==> src/rtl/muldiv_pkg.sv <==
`default_nettype none
// ---------------------------------------------------------------------------
// muldiv_pkg : shared op/state encodings and constants for the RV32M unit
// Revision   : 1.0
// ---------------------------------------------------------------------------
package muldiv_pkg;

   localparam int XLEN = 32;

   typedef enum logic [2:0] {
      OP_MUL    = 3'b000,
      OP_MULH   = 3'b001,
      OP_MULHSU = 3'b010,
      OP_MULHU  = 3'b011,
      OP_DIV    = 3'b100,
      OP_DIVU   = 3'b101,
      OP_REM    = 3'b110,
      OP_REMU   = 3'b111
   } muldiv_op_e;

   typedef enum logic [1:0] {
      S_IDLE = 2'd0,
      S_MUL  = 2'd1,
      S_DIV  = 2'd2,
      S_DONE = 2'd3
   } muldiv_state_e;

   localparam logic [XLEN-1:0] DIV_ZERO_Q = {XLEN{1'b1}};
   localparam logic [XLEN-1:0] SIGNED_MIN = {1'b1, {(XLEN-1){1'b0}}};

endpackage : muldiv_pkg
`default_nettype wire

==> src/rtl/muldiv_step.sv <==
`default_nettype none
// ---------------------------------------------------------------------------
// muldiv_step : one combinational shift-add / restoring shift-subtract step
// Revision    : 1.0
// ---------------------------------------------------------------------------
module muldiv_step
   import muldiv_pkg::*;
#(
   parameter int DATA_WIDTH = 32
) (
   input  logic                    is_div,
   input  logic [2*DATA_WIDTH-1:0] acc,
   input  logic [DATA_WIDTH-1:0]   operand,
   output logic [2*DATA_WIDTH-1:0] acc_next
);

   logic [DATA_WIDTH:0] sum;
   logic [DATA_WIDTH:0] shifted;
   logic [DATA_WIDTH:0] diff;

   // Multiply: acc = {partial high, remaining multiplier bits}.
   // Divide:   acc = {partial remainder, dividend bits / quotient bits}.
   always_comb begin
      acc_next = acc;
      sum      = '0;
      shifted  = '0;
      diff     = '0;
      if (is_div) begin
         shifted = acc[2*DATA_WIDTH-1:DATA_WIDTH-1];
         diff    = shifted - {1'b0, operand};
         if (!diff[DATA_WIDTH])
            acc_next = {diff[DATA_WIDTH-1:0], acc[DATA_WIDTH-2:0], 1'b1};
         else
            acc_next = {shifted[DATA_WIDTH-1:0], acc[DATA_WIDTH-2:0], 1'b0};
      end else begin
         sum      = {1'b0, acc[2*DATA_WIDTH-1:DATA_WIDTH]}
                  + {1'b0, (acc[0] ? operand : {DATA_WIDTH{1'b0}})};
         acc_next = {sum, acc[DATA_WIDTH-1:1]};
      end
   end

endmodule : muldiv_step
`default_nettype wire

==> src/rtl/muldiv_sequencer.sv <==
`default_nettype none
// ---------------------------------------------------------------------------
// muldiv_sequencer : iterative RV32M multiply/divide with pipeline stall FSM
// Revision         : 1.0
// ---------------------------------------------------------------------------
module muldiv_sequencer
   import muldiv_pkg::*;
#(
   parameter int DATA_WIDTH = 32
) (
   input  logic                  clk,
   input  logic                  rst_n,
   input  logic                  StartE_i,
   input  logic [2:0]            MulDivOpE_i,
   input  logic [DATA_WIDTH-1:0] SrcAE_i,
   input  logic [DATA_WIDTH-1:0] SrcBE_i,
   input  logic                  FlushE_i,
   output logic                  StallE_o,
   output logic                  Busy_o,
   output logic                  ResultValid_o,
   output logic [DATA_WIDTH-1:0] Result_o
);

   localparam int                CNT_W    = $clog2(DATA_WIDTH);
   localparam logic [CNT_W-1:0]  CNT_LAST = CNT_W'(DATA_WIDTH - 1);

   muldiv_state_e           state, state_next;
   logic [CNT_W-1:0]        count;
   muldiv_op_e              op_q;
   logic [DATA_WIDTH-1:0]   mag_a, mag_b;
   logic                    neg_q, neg_r;
   logic [2*DATA_WIDTH-1:0] acc, acc_next;
   logic [DATA_WIDTH-1:0]   result;

   // Accept-time decode of the incoming instruction
   muldiv_op_e              op_in;
   logic                    accept, is_div_in, signed_a_in, signed_b_in;
   logic                    neg_a_in, neg_b_in, div_zero, div_ovf, special;
   logic [DATA_WIDTH-1:0]   mag_a_in, mag_b_in, special_res;

   always_comb begin
      op_in       = muldiv_op_e'(MulDivOpE_i);
      accept      = StartE_i & ~FlushE_i;
      is_div_in   = MulDivOpE_i[2];
      signed_a_in = (op_in == OP_MULH) || (op_in == OP_MULHSU) ||
                    (op_in == OP_DIV)  || (op_in == OP_REM);
      signed_b_in = (op_in == OP_MULH) || (op_in == OP_DIV) || (op_in == OP_REM);
      neg_a_in    = signed_a_in & SrcAE_i[DATA_WIDTH-1];
      neg_b_in    = signed_b_in & SrcBE_i[DATA_WIDTH-1];
      mag_a_in    = neg_a_in ? -SrcAE_i : SrcAE_i;
      mag_b_in    = neg_b_in ? -SrcBE_i : SrcBE_i;
      div_zero    = (SrcBE_i == '0);
      div_ovf     = ((op_in == OP_DIV) || (op_in == OP_REM)) &&
                    (SrcAE_i == DATA_WIDTH'(SIGNED_MIN)) && (SrcBE_i == '1);
      special     = is_div_in & (div_zero | div_ovf);
      special_res = '0;
      if (div_zero)
         special_res = MulDivOpE_i[1] ? SrcAE_i : DATA_WIDTH'(DIV_ZERO_Q);
      else if (div_ovf)
         special_res = MulDivOpE_i[1] ? '0 : DATA_WIDTH'(SIGNED_MIN);
   end

   muldiv_step #(
      .DATA_WIDTH (DATA_WIDTH)
   ) u_step (
      .is_div   (op_q[2]),
      .acc      (acc),
      .operand  (op_q[2] ? mag_b : mag_a),
      .acc_next (acc_next)
   );

   // Sign fix-up applied to the last step's output, captured on entry to DONE
   logic [2*DATA_WIDTH-1:0] prod;
   logic [DATA_WIDTH-1:0]   quot, rem, final_res;

   always_comb begin
      prod      = neg_q ? -acc_next : acc_next;
      quot      = neg_q ? -acc_next[DATA_WIDTH-1:0] : acc_next[DATA_WIDTH-1:0];
      rem       = neg_r ? -acc_next[2*DATA_WIDTH-1:DATA_WIDTH]
                        : acc_next[2*DATA_WIDTH-1:DATA_WIDTH];
      final_res = '0;
      case (op_q)
         OP_MUL:                        final_res = prod[DATA_WIDTH-1:0];
         OP_MULH, OP_MULHSU, OP_MULHU:  final_res = prod[2*DATA_WIDTH-1:DATA_WIDTH];
         OP_DIV, OP_DIVU:               final_res = quot;
         OP_REM, OP_REMU:               final_res = rem;
         default:                       final_res = '0;
      endcase
   end

   always_ff @(posedge clk or negedge rst_n) begin
      if (!rst_n) state <= S_IDLE;
      else        state <= state_next;
   end

   always_comb begin
      state_next = state;
      StallE_o   = 1'b0;
      case (state)
         S_IDLE: begin
            StallE_o = accept;
            if (accept) begin
               if (special)        state_next = S_DONE;
               else if (is_div_in) state_next = S_DIV;
               else                state_next = S_MUL;
            end
         end
         S_MUL, S_DIV: begin
            StallE_o = 1'b1;
            if (FlushE_i)               state_next = S_IDLE;
            else if (count == CNT_LAST) state_next = S_DONE;
         end
         S_DONE:  state_next = S_IDLE;
         default: state_next = S_IDLE;
      endcase
   end

   always_ff @(posedge clk or negedge rst_n) begin
      if (!rst_n) begin
         count  <= '0;
         op_q   <= OP_MUL;
         mag_a  <= '0;
         mag_b  <= '0;
         neg_q  <= 1'b0;
         neg_r  <= 1'b0;
         acc    <= '0;
         result <= '0;
      end else begin
         case (state)
            S_IDLE: begin
               if (accept) begin
                  op_q  <= op_in;
                  mag_a <= mag_a_in;
                  mag_b <= mag_b_in;
                  neg_q <= neg_a_in ^ neg_b_in;
                  neg_r <= neg_a_in;
                  count <= '0;
                  acc   <= is_div_in ? {{DATA_WIDTH{1'b0}}, mag_a_in}
                                     : {{DATA_WIDTH{1'b0}}, mag_b_in};
                  if (special) result <= special_res;
               end
            end
            S_MUL, S_DIV: begin
               if (FlushE_i) begin
                  count <= '0;
               end else begin
                  acc <= acc_next;
                  if (count == CNT_LAST) begin
                     count  <= '0;
                     result <= final_res;
                  end else begin
                     count <= count + 1'b1;
                  end
               end
            end
            default: ;
         endcase
      end
   end

   assign Busy_o        = (state != S_IDLE);
   assign ResultValid_o = (state == S_DONE);
   assign Result_o      = result;

endmodule : muldiv_sequencer
`default_nettype wire

==> config.mk <==
export PLATFORM = sky130hd
export DESIGN_NAME = muldiv_sequencer
export DESIGN_NICKNAME = d
export VERILOG_FILES = /design/src/rtl/muldiv_pkg.sv /design/src/rtl/muldiv_step.sv /design/src/rtl/muldiv_sequencer.sv
export SDC_FILE = /design/constraint.sdc
export NUM_CORES = 1
export LEC_CHECK = 0
export CORE_MARGIN = 2
export CORE_UTILIZATION = 35
export DETAILED_ROUTE_END_ITERATION = 8
export DONT_BUFFER_PORTS = 1
export PLACE_DENSITY_LB_ADDON = 0.3
export SYNTH_ARGS = -nofsm -noshare
export SYNTH_HDL_FRONTEND = slang
export SYNTH_SLANG_ARGS = --single-unit
==> constraint.sdc <==
create_clock -name clk -period 17.45 [get_ports clk]
set_input_delay 5.235 -clock clk [delete_from_list [all_inputs] [get_ports clk]]
set_output_delay 5.235 -clock clk [all_outputs]
set_load 0.01 [all_outputs]
==> impl_metrics.toml <==
# flow metrics
[detailed_routing]
met1_length_um = 30900
routed.top_layer = "met4"
routedWlPerCell_um = 24.7
drt-total-wl_um = 71400

[critical_path]
crit_family = "simple AND/OR/NAND/NOR gates"
r2r-end = "Result_o[22]$_DFFE_PN0P_"

[finish]
area.combinational_um2 = 12400
syn_to_final_growth_pct = 6.14
seq_area_frac = 0.233
nets = 2359
final_area_um2 = 18500

[clock_tree]
clk_pin_slew_ps = 60
clock_path_buffers = 2
cts_made_buffers = 17
insertion_delay_ps = 470

[worst_hold_path]
holdCritStartpoint = "mag_b[21]$_DFFE_PN0P_"

[run]
tool_warnings = 33

[synth]
area_leaders = "dfrtp_1 25%, o21ai_0 7.6%, nand2_1 6.3%"
top_area_cell = "dfrtp_1"
ys.warnings.count = 0
synth_top_area_share = 0.247

[status]
status = "finished, final reports clean"

[sta]
timing.fmax_mhz = 88.4

[floorplan]
die_x_um = 227
dieArea_um2 = 51500

[place]
dp_hpwl_um = 56000
==> images/metal_stack.png <==
(1.5 px per um) Two of the layers only.
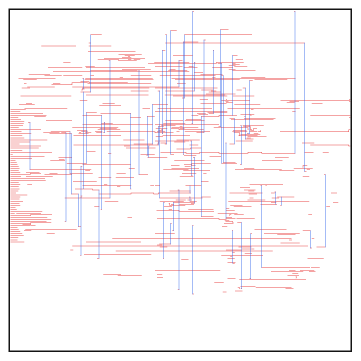
color	layer	wire length
red	met3	6170 um
blue	met4	2500 um

==> images/wire_density.png <==
(1.5 px per um) 23 x 23 tiles, from dark blue (low) to red (high), scaled to the fullest tile. Values are wire area over tile area, all layers added.
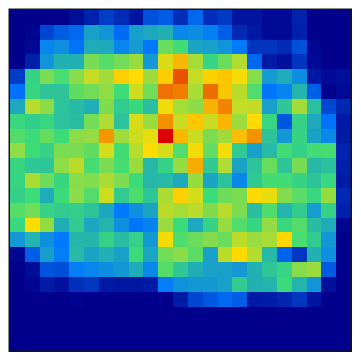
tiles over half the peak	31%
fullest tile	0.67
mean over tiles	0.23

